<file path="src/rtl/cheshire_uart_mon.sv">
// Multi-channel UART receive monitor: per-channel 2-flop sync, frame decoder and
// elastic FIFO draining into a valid/ready stream, with framing/parity/break/overflow reporting.
module cheshire_uart_mon #(
    parameter int unsigned NumChan   = 1,
    parameter int unsigned DataBits  = 8,
    parameter int unsigned FifoDepth = 16
) (
    input  logic                         clk_i,
    input  logic                         rst_i,
    input  logic [15:0]                  div_i,
    input  logic [1:0]                   parity_i,
    input  logic                         stop2_i,
    input  logic [NumChan-1:0]           uart_rx_i,
    output logic [NumChan-1:0]           valid_o,
    input  logic [NumChan-1:0]           ready_i,
    output logic [NumChan*DataBits-1:0]  data_o,
    output logic [NumChan-1:0]           perr_o,
    output logic [NumChan-1:0]           ferr_o,
    output logic [NumChan-1:0]           brk_o,
    output logic [NumChan*16-1:0]        drop_cnt_o
);
    localparam int unsigned PtrW = (FifoDepth > 1) ? $clog2(FifoDepth) : 1;
    localparam int unsigned BitW = $clog2(DataBits);
    localparam logic [PtrW:0] FullCnt = (PtrW+1)'(FifoDepth);

    typedef enum logic [2:0] {IDLE, START, DATA, PAR, STOP} state_e;

    logic [15:0] div_clamped;
    assign div_clamped = (div_i < 16'd4) ? 16'd4 : div_i;

    for (genvar c = 0; c < NumChan; c++) begin : g_chan
        logic                sync1_q, sync2_q;
        state_e              state_q;
        logic [15:0]         div_q, cnt_q;
        logic [1:0]          par_q;
        logic                stop2_q, stop_idx_q, stop_low_q, brk_wait_q;
        logic                perr_q, ferr_q, brk_q;
        logic [BitW-1:0]     bit_q;
        logic [DataBits-1:0] shift_q;
        logic                sample, last_stop, any_low, push, pop, full, empty, accept;
        logic [DataBits:0]   mem_q [FifoDepth];
        logic [PtrW-1:0]     wr_q, rd_q;
        logic [PtrW:0]       count_q;
        logic [15:0]         drop_q;

        assign sample    = (cnt_q == 16'd0);
        assign last_stop = !stop2_q || stop_idx_q;
        assign any_low   = stop_low_q || !sync2_q;
        assign push      = (state_q == STOP) && !brk_wait_q && sample && last_stop && !any_low;
        assign empty     = (count_q == '0);
        assign full      = (count_q == FullCnt);
        assign pop       = !empty && ready_i[c];
        // A pop in the same cycle frees the slot, so a full FIFO still accepts.
        assign accept    = push && (!full || pop);

        always_ff @(posedge clk_i) begin
            if (rst_i) begin
                sync1_q    <= 1'b1;
                sync2_q    <= 1'b1;
                state_q    <= IDLE;
                ferr_q     <= 1'b0;
                brk_q      <= 1'b0;
                brk_wait_q <= 1'b0;
            end else begin
                sync1_q <= uart_rx_i[c];
                sync2_q <= sync1_q;
                ferr_q  <= 1'b0;
                brk_q   <= 1'b0;
                if (state_q != IDLE && !sample) cnt_q <= cnt_q - 16'd1;
                case (state_q)
                    IDLE: if (!sync2_q) begin
                        div_q   <= div_clamped;
                        par_q   <= parity_i;
                        stop2_q <= stop2_i;
                        cnt_q   <= div_clamped >> 1;
                        state_q <= START;
                    end
                    START: if (sample) begin
                        cnt_q   <= div_q - 16'd1;
                        bit_q   <= '0;
                        state_q <= sync2_q ? IDLE : DATA;
                    end
                    DATA: if (sample) begin
                        cnt_q   <= div_q - 16'd1;
                        shift_q <= {sync2_q, shift_q[DataBits-1:1]};
                        bit_q   <= bit_q + BitW'(1);
                        if (bit_q == BitW'(DataBits - 1)) begin
                            perr_q     <= 1'b0;
                            stop_idx_q <= 1'b0;
                            stop_low_q <= 1'b0;
                            state_q    <= (par_q == 2'd1 || par_q == 2'd2) ? PAR : STOP;
                        end
                    end
                    PAR: if (sample) begin
                        cnt_q   <= div_q - 16'd1;
                        perr_q  <= (^shift_q) ^ sync2_q ^ (par_q == 2'd2);
                        state_q <= STOP;
                    end
                    STOP: begin
                        if (brk_wait_q) begin
                            // Break holds here until the line is seen idle again.
                            if (sync2_q) begin
                                brk_wait_q <= 1'b0;
                                state_q    <= IDLE;
                            end
                        end else if (sample) begin
                            cnt_q <= div_q - 16'd1;
                            if (!last_stop) begin
                                stop_idx_q <= 1'b1;
                                stop_low_q <= any_low;
                            end else if (any_low && shift_q == '0) begin
                                brk_q      <= 1'b1;
                                brk_wait_q <= 1'b1;
                            end else begin
                                ferr_q  <= any_low;
                                state_q <= IDLE;
                            end
                        end
                    end
                    default: state_q <= IDLE;
                endcase
            end
        end

        always_ff @(posedge clk_i) begin
            if (rst_i) begin
                wr_q    <= '0;
                rd_q    <= '0;
                count_q <= '0;
                drop_q  <= '0;
            end else begin
                if (accept) wr_q <= wr_q + PtrW'(1);
                if (pop)    rd_q <= rd_q + PtrW'(1);
                if (accept && !pop)      count_q <= count_q + (PtrW+1)'(1);
                else if (!accept && pop) count_q <= count_q - (PtrW+1)'(1);
                if (push && !accept && drop_q != 16'hFFFF) drop_q <= drop_q + 16'd1;
            end
        end

        always_ff @(posedge clk_i) begin
            if (accept) mem_q[wr_q] <= {perr_q, shift_q};
        end

        assign valid_o[c]                      = !empty;
        assign data_o[c*DataBits +: DataBits]  = empty ? '0 : mem_q[rd_q][DataBits-1:0];
        assign perr_o[c]                       = !empty && mem_q[rd_q][DataBits];
        assign ferr_o[c]                       = ferr_q;
        assign brk_o[c]                        = brk_q;
        assign drop_cnt_o[c*16 +: 16]          = drop_q;
    end

endmodule

</file>
<file path="config.mk">
export PLATFORM = sky130hd
export DESIGN_NAME = cheshire_uart_mon
export DESIGN_NICKNAME = d
export VERILOG_FILES = /design/src/rtl/cheshire_uart_mon.sv
export SDC_FILE = /design/constraint.sdc
export NUM_CORES = 1
export LEC_CHECK = 0
export CAP_MARGIN = 5
export CORE_MARGIN = 2
export CORE_UTILIZATION = 30
export DETAILED_ROUTE_END_ITERATION = 10
export SLEW_MARGIN = 20
export SYNTH_ARGS = -nofsm -noshare
export SYNTH_HDL_FRONTEND = slang
export SYNTH_SLANG_ARGS = --single-unit
export TNS_END_PERCENT = 5
</file>
<file path="constraint.sdc">
create_clock -name clk_i -period 3 [get_ports clk_i]
set_input_delay 0.45 -clock clk_i [delete_from_list [all_inputs] [get_ports clk_i]]
set_output_delay 0.45 -clock clk_i [all_outputs]
set_load 0.1 [all_outputs]
</file>
Wires at chosen ports, followed through buffers:
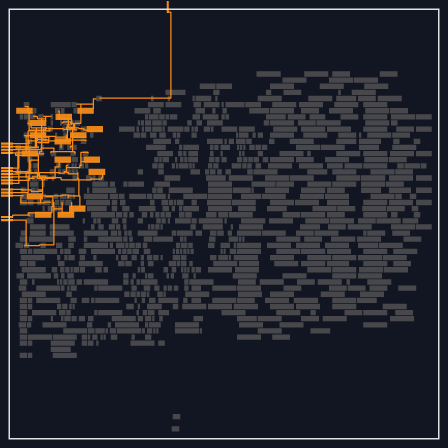
legend:
  orange:
    port: drop_cnt_o
    bits: 16
    direction: output
    edge: 15 west, 1 north
    end_cells: 16
    wire: 885 um

Cell placement:
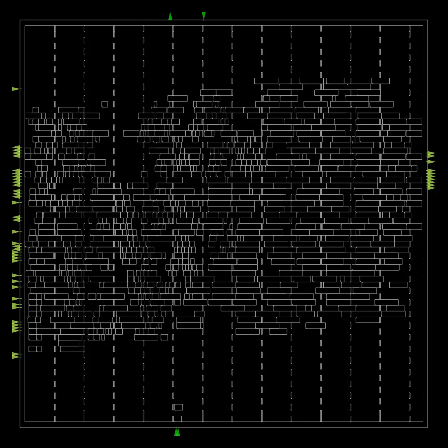
Rows: 68
Well Taps: 455
sequential share of cell area: 0.516
Filler Cell Count: 3315
Non-Filler Instances: 1287

Met3 routing:
Scale bar: 50 um.
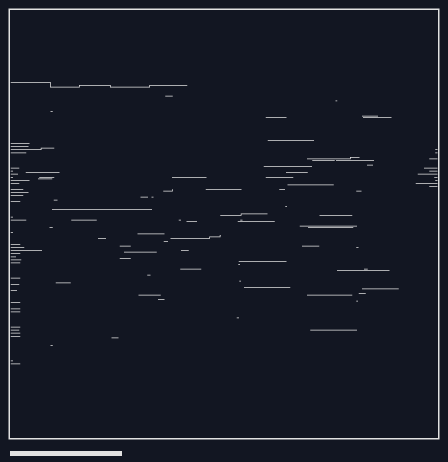
main direction: horizontal
wire length on this layer: 921 um
share of all routed wire: 4.1%
nets with wire on the layer: 79

==> GITHUB_STEP_SUMMARY <==
## PnR job results

| Metric | Value |
|---|---|
| Hold Crit Endpoint | g_chan[0].sync2_q$_SDFF_PP1_ |
| Netlist cell types | between 50 and 60 |
| Initial antenna violation count | 0 |
| Worst Path Arrival | ~2500 ps |
| First-pass GRT wire length | 35.2 mm |
| Top cell category | flip-flops and latches |
| Status | completed |
| Syn Nets | 768 |
| Pre-CTS setup slack | 71.8 ps |
| Clock buf count | 31 |
| CTS resizes | 14 |
| Crit path DRT | 2550 ps |
| Vias per inst | 4.95 |
| CTS max path bufs | 3 |
| R2R depth | 12 |
| R2r startpoint | g_chan[0].cnt_q[6]$_DFFE_PN_ |
| DPL Wire Length | 14.4 mm |
| Nets | 857 |
| Signal buf overhead | 0.0884 |
| Simple-Gate Area Share | 0.117 |
| GR Util All Layers | 0.125 |
| Worst rel slew slack | 0.523 |
| YS chip area | 10400 sq um |
| Worst r2r dst | g_chan[0].count_q[4]$_SDFFE_PP0P_ |
| Final-report hold violation count | 0 |
| Combinational Gates | around 410 |
| Crit path time final | 2990 ps |
| Clk tree area frac | 0.0611 |
| Pwr top | registers |
| Worst hold margin | 420 ps |
| Die area | 36200 sq um |
| Sequential-to-total area share from yosys stat | 0.635 |
| Most numerous logic cells after layout | edfxtp_1, buf_4, mux4_2, dfxtp_1, nor2_1 |
| Number of enable flip-flop cells | 193 |
| Mux area share | 0.105 |
| Ant diodes | 0 |
| Peak fanout along the critical path | 5 |
| Yosys cell count | 725 |
| Post-Synthesis Cells | 725 |
| Post-CTS Setup Bufs | 2 |
| Fin Setup TNS | 0 ps |
| Aoi share | 0.0592 |
| Switching share of total power | 0.285 |
| Logic inverters | 32 |
| Netlist Area Pre-Place | 10400 sq um |
| CTS tree | yes |
| Dominant comb cell | simple AND/OR/NAND/NOR gates |
| WL met1 | about 10 mm |
| Max incr delay on CP | approximately 540 ps |
| Layout cells sized above 1 | 0.252 |
| DIE WIDTH | 190 um |
| Met2 routed WL | ~11 mm |
| Hold Path Origin | g_chan[0].sync1_q$_SDFF_PP1_ |
| Fraction of area in multi-input gates | 0.280 |
| Antenna Nets Post-Route | 0 |
| Cell taking the most area after synthesis | edfxtp_1 |
| Ys flop type | edfxtp_1 |
| PortBufs | 50 |
| Largest Register | g_chan.mem_q |
| Biggest area cells | edfxtp_1, mux4_2, dfxtp_1, ha_1, xnor2_1 |
| Worst setup SP type | register |
| CP max stage cell | mux4_2 |
| Sw Pwr | 2.51 mW |
| Instance count on the critical path | 6 |
| # setup viols final | 0 |
| Multi-input logic area | 3590 sq um |
| Logic pwr share | 0.258 |
| Vias in the first global route | 6251 |
Placement by cell class:
Fill, decap, tap and diode cells in gray.
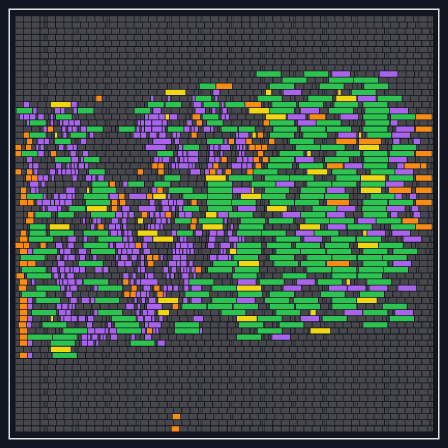
legend:
  purple:
    class: combinational and other logic
    cells: 445
    share_of_their_area: 30%
  yellow:
    class: clock drivers and dummy loads
    cells: 44
    share_of_their_area: 6.4%
  orange:
    class: remaining buffers and delay cells
    cells: 109
    share_of_their_area: 9.3%
  green:
    class: sequential cells
    cells: 234
    share_of_their_area: 54%
core area: 34400 sq um
fin area: 12800 sq um
fin util: 0.373

The metal 2 layer:
Cells faint in the background.
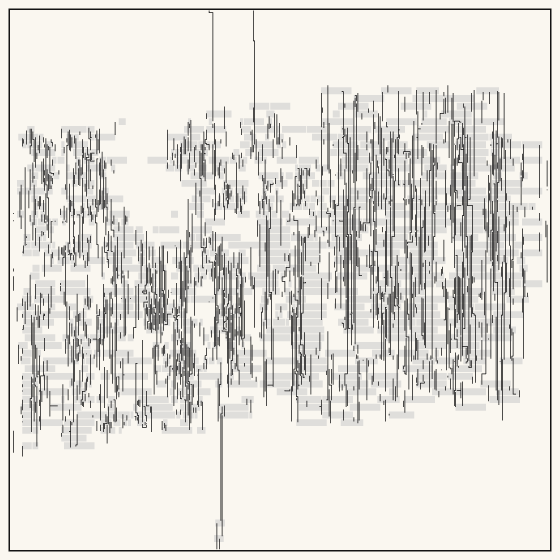
main direction: vertical
share of all routed wire: 47%
GR Layer Usage met2: 0.204
Post-Route WL: 22.4 mm
via count of the routed design: 6368

Power figures rest on the tool's default switching activity, not on a simulated workload.
